[config.mk]
export PLATFORM = sky130hd
export DESIGN_NAME = conv_viterbi_codec
export DESIGN_NICKNAME = d
export VERILOG_FILES = /design/src/rtl/conv_viterbi_codec.sv
export SDC_FILE = /design/constraint.sdc
export NUM_CORES = 1
export LEC_CHECK = 0
export CORE_ASPECT_RATIO = 0.8
export CORE_MARGIN = 5
export CORE_UTILIZATION = 50
export DETAILED_ROUTE_END_ITERATION = 10
export GPL_TIMING_DRIVEN = 0
export PLACE_DENSITY = 0.77
export SETUP_SLACK_MARGIN = 0.02
export SLEW_MARGIN = 10
export SYNTH_ARGS = -nofsm -noshare
export SYNTH_HDL_FRONTEND = slang
export SYNTH_SLANG_ARGS = --single-unit
[constraint.sdc]
create_clock -name clk -period 14 [get_ports clk]
set_input_delay 2.1 -clock clk [delete_from_list [all_inputs] [get_ports clk]]
set_output_delay 2.1 -clock clk [all_outputs]
set_load 0.03 [all_outputs]
[src/rtl/conv_viterbi_codec.sv]
// conv_viterbi_codec
//
// Rate-1/2, K=3 convolutional encoder (generators 7 and 5) and a hard-decision Viterbi decoder
// that keeps its survivors by register exchange.
//
// Optional feature macro: CODEC_METRIC_ACC_EN adds the dec_metric_acc output, a saturating
// count of the channel errors seen along the best path.
//
// Ports:
//   clk            clock, rising edge
//   rst            asynchronous active-low reset
//   enc_enable_i   encoder accepts enc_d_in this cycle
//   enc_d_in       information bit
//   enc_valid_o    enc_d_out holds a new symbol
//   enc_d_out      coded symbol {g0 (7), g1 (5)}
//   dec_enable     decoder accepts dec_d_in this cycle
//   dec_d_in       received symbol {g0, g1}
//   dec_d_out      decoded bit, TB_DEPTH-1 enabled symbols behind the input
//   dec_metric_acc accumulated best-path metric (CODEC_METRIC_ACC_EN only)

module conv_viterbi_codec #(
  parameter int unsigned TB_DEPTH = 24,
  parameter int unsigned PM_W     = 6
) (
  input  logic       clk,
  input  logic       rst,
  input  logic       enc_enable_i,
  input  logic       enc_d_in,
  output logic       enc_valid_o,
  output logic [1:0] enc_d_out,
  input  logic       dec_enable,
  input  logic [1:0] dec_d_in,
`ifdef CODEC_METRIC_ACC_EN
  output logic [15:0] dec_metric_acc,
`endif
  output logic       dec_d_out
);

  // Expected symbol leaving state p = {s1, s2} on input u.
  function automatic logic [1:0] exp_sym(input logic [1:0] p, input logic u);
    return {u ^ p[1] ^ p[0], u ^ p[0]};
  endfunction

  // Hamming distance between two 2-bit symbols.
  function automatic logic [1:0] ham(input logic [1:0] a, input logic [1:0] b);
    logic [1:0] x;
    x = a ^ b;
    return {x[1] & x[0], x[1] ^ x[0]};
  endfunction

  // ---------------------------------------------------------------------------------------------
  // Encoder
  // ---------------------------------------------------------------------------------------------
  logic [1:0] enc_s_q, enc_s_d;
  logic [1:0] enc_out_q, enc_out_d;
  logic       enc_valid_q, enc_valid_d;

  always_comb begin
    enc_s_d     = enc_s_q;
    enc_out_d   = enc_out_q;
    enc_valid_d = enc_enable_i;
    if (enc_enable_i) begin
      enc_out_d = exp_sym(enc_s_q, enc_d_in);
      enc_s_d   = {enc_d_in, enc_s_q[1]};
    end
  end

  always_ff @(posedge clk or negedge rst) begin
    if (!rst) begin
      enc_s_q     <= 2'b00;
      enc_out_q   <= 2'b00;
      enc_valid_q <= 1'b0;
    end else begin
      enc_s_q     <= enc_s_d;
      enc_out_q   <= enc_out_d;
      enc_valid_q <= enc_valid_d;
    end
  end

  assign enc_valid_o = enc_valid_q;
  assign enc_d_out   = enc_out_q;

  // ---------------------------------------------------------------------------------------------
  // Decoder: add-compare-select
  // ---------------------------------------------------------------------------------------------
  logic [PM_W-1:0]     pm_q   [4];
  logic [PM_W-1:0]     pm_d   [4];
  logic [TB_DEPTH-1:0] surv_q [4];
  logic [TB_DEPTH-1:0] surv_d [4];
  logic                dec_out_q, dec_out_d;

  logic [PM_W-1:0]     sum0   [4];
  logic [PM_W-1:0]     sum1   [4];
  logic [PM_W-1:0]     pm_new [4];
  logic [3:0]          sel;
  logic [PM_W-1:0]     min_pm;
  logic [1:0]          best;

  // Next state i = {u, s1} is reached from {s1, 0} (sum0) or {s1, 1} (sum1).
  always_comb begin
    for (int i = 0; i < 4; i++) begin
      sum0[i]   = pm_q[{i[0], 1'b0}] + PM_W'(ham(dec_d_in, exp_sym({i[0], 1'b0}, i[1])));
      sum1[i]   = pm_q[{i[0], 1'b1}] + PM_W'(ham(dec_d_in, exp_sym({i[0], 1'b1}, i[1])));
      // Strict compare: ties go to the s2 = 0 predecessor.
      sel[i]    = (sum1[i] < sum0[i]);
      pm_new[i] = sel[i] ? sum1[i] : sum0[i];
    end
    // Strict compare keeps the lowest index on ties.
    min_pm = pm_new[0];
    best   = 2'd0;
    for (int i = 1; i < 4; i++) begin
      if (pm_new[i] < min_pm) begin
        min_pm = pm_new[i];
        best   = 2'(i);
      end
    end
  end

  always_comb begin
    for (int i = 0; i < 4; i++) begin
      pm_d[i]   = pm_q[i];
      surv_d[i] = surv_q[i];
    end
    dec_out_d = dec_out_q;
    if (dec_enable) begin
      for (int i = 0; i < 4; i++) begin
        pm_d[i]   = pm_new[i] - min_pm;
        surv_d[i] = {surv_q[{i[0], sel[i]}][TB_DEPTH-2:0], i[1]};
      end
      dec_out_d = surv_d[best][TB_DEPTH-1];
    end
  end

  always_ff @(posedge clk or negedge rst) begin
    if (!rst) begin
      // Start pinned to state 0: the other states begin with a large handicap.
      pm_q[0] <= '0;
      for (int i = 1; i < 4; i++) pm_q[i] <= PM_W'(8);
      for (int i = 0; i < 4; i++) surv_q[i] <= '0;
      dec_out_q <= 1'b0;
    end else begin
      for (int i = 0; i < 4; i++) begin
        pm_q[i]   <= pm_d[i];
        surv_q[i] <= surv_d[i];
      end
      dec_out_q <= dec_out_d;
    end
  end

  assign dec_d_out = dec_out_q;

`ifdef CODEC_METRIC_ACC_EN
  // Pre-normalisation minimum is the best path's metric increment for this symbol.
  logic [15:0] acc_q, acc_d;
  logic [16:0] acc_sum;

  always_comb begin
    acc_d   = acc_q;
    acc_sum = {1'b0, acc_q} + 17'(min_pm);
    if (dec_enable) begin
      acc_d = acc_sum[16] ? 16'hFFFF : acc_sum[15:0];
    end
  end

  always_ff @(posedge clk or negedge rst) begin
    if (!rst) acc_q <= '0;
    else      acc_q <= acc_d;
  end

  assign dec_metric_acc = acc_q;
`endif

endmodule

**Wiring heat map**

(2 px per micron) The die is cut into 32 by 26 equal tiles; white is low, dark blue is high, scaled to the fullest tile. Values are wire area over tile area, all layers added.
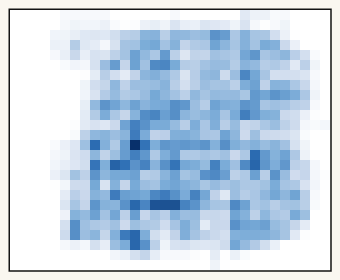
tiles over half the peak: 14%
emptiest ninth of the die: north-west
fullest tile: 0.74
nearly empty tiles: 29%
mean over tiles: 0.18
densest ninth of the die: centre
wire per inst: 18.4 microns
via count: 7903
Total Routing Usage GR: 0.230
drt total wl: 23800 microns

**Clock network drawn from the DEF**

(3 px per micron)
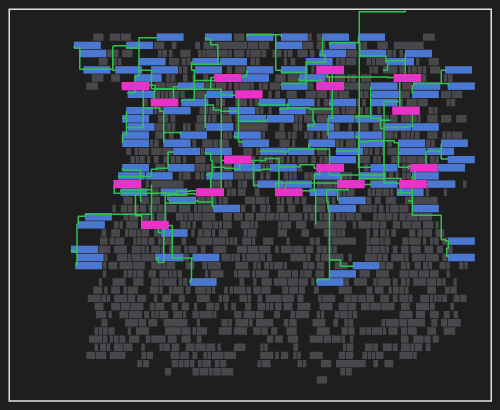
[blue] flip-flops | count: 117
[magenta] cells driving clock nets | count: 17
[green] clock wires | length: 1510 microns
routed clock nets: 18
Fin Clk Skew: 0.00693 ns

**Congestion heat map**

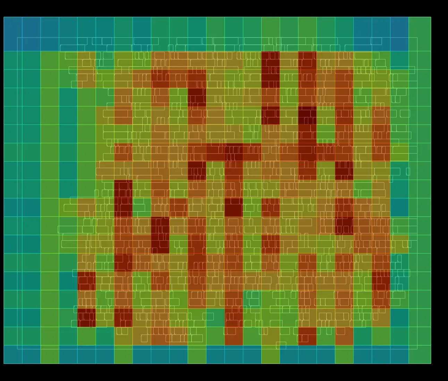
busiest metal layer after global routing: met2
met2 track demand over resource: 0.353

**Wires at chosen ports, followed through buffers**

(3 px per micron)
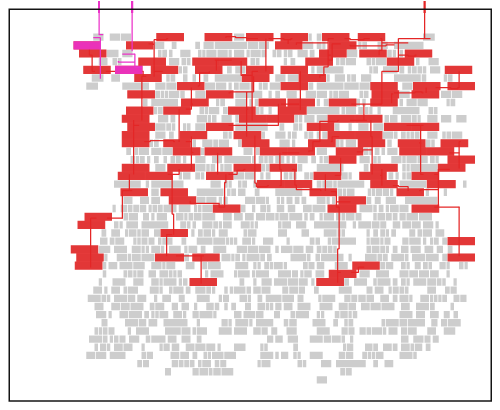
| colour | port | direction | edge | end cells | buffers | wire |
|---|---|---|---|---|---|---|
| magenta | enc_d_out | output | north | 2 | 2 | 55.4 microns |
| red | rst | input | north | 117 | 2 | 851 microns |
Port Buffers: 9
number of top-level pins: 11

==> run summary <==
Update from the flow run.

The utilization after layout is 0.576. The CTS tree is built. In the synthesized netlist, the cells that appear most often are sky130_fd_sc_hd__nor2_1, sky130_fd_sc_hd__a21oi_1, sky130_fd_sc_hd__dfrtp_1. According to the floorplan log, the row count is 43. The report puts the cell count of the worst reg-to-reg path at 45. The fill cell instance count of the final layout is roughly 1.5k. The height of the chip is 130 microns. The worst setup path is launched from an input pin.

In this run the clock root is driven by a sky130_fd_sc_hd__clkbuf_16. The detailed-placement wirelength estimate is between 15000 and 20000 microns. The flow ran to the end, and the final reports show no timing, DRC or antenna violations.

Per the cell usage report, the commonest logic cell in the layout is sky130_fd_sc_hd__nor2_1. For this run, the slowest stage of the critical path takes 0.56 ns. The violation tally recorded at the end of detailed-routing iteration 0 is ~740. The final timing report counts setup violations totalling 0.

The layout cell share with drive strength beyond 1 is 0.0833. The transition time recorded at the tightest slew-check pin is about 0.96 ns. Once the clock tree was built, the setup fixing pass inserted 0 buffers. The end point of the critical path is pm_q[4].

Data on the critical path is required at its endpoint by between 10 and 15 ns. Per the CTS log, the buffer count on the longest clock path is 2. STA reports the tightest min-delay check as being of type reg2reg. Entering global routing, the biggest net connects a little under 70 pins. The die covers between 20000 and 25000 sq um. The fraction of cell area in non-clock buffers is 0.0332. The destination of the worst hold path is surv_q[0]. The width of the die is ~160 microns.

The routed design shows a via density per instance of 6.11. The finished design was reported to have a net count of 1116. After layout, the minimum clock period comes to roughly 13 ns. Sorting the synthesis cell report by count puts at the top sky130_fd_sc_hd__nor2_1.

The area of the core is 17500 sq um. The number of cells on the worst hold path is listed as 1. The area taken by multi-input combinational cells is reported as 5660 sq um. The initial cell density of the core is 0.514.

The count of inverters not on the clock network in the layout is 56. Global routing finished with a remaining overflow of 0. Of the synthesized area, sequential elements account for 0.325.

The cell occurring most often along the worst timing path is sky130_fd_sc_hd__ha_1. Setup repair after global routing left no endpoint under its margin. The startpoint of the lowest-slack hold path is surv_q[0].

The number of buffers inserted during clock tree synthesis is 17. The share of the final layout cell area in multi-input gates is 0.560. The area fraction of the largest cell type after synthesis is 0.316. The placed instance area is 9420 sq um.

The post-place setup slack is 0.768 ns. Excluding fillers, the count of instances in the completed layout stands at 1293. The skew report gives the latency at the later pin of the worst-skew pair as 0.41 ns. The worst-case reg-to-reg setup slack stands at 3.36 ns.
-- cells by family after synthesis --
group / share of synthesized area
compound gates: 0.195
xor+xnor: 0.0649
fa+ha+maj: 0.0802
buf+inv: 0.0473
flops: 0.325
mux: 0.143
simple gates: 0.144
-- critical path: cells and delay by family --
kind | cells | cell delay [ns]
compound gates | 14 | 3.39
xor+xnor | 2 | 0.30
fa+ha+maj | 9 | 2.51
buf+inv | 9 | 1.80
mux | 5 | 1.95
simple gates | 9 | 1.26
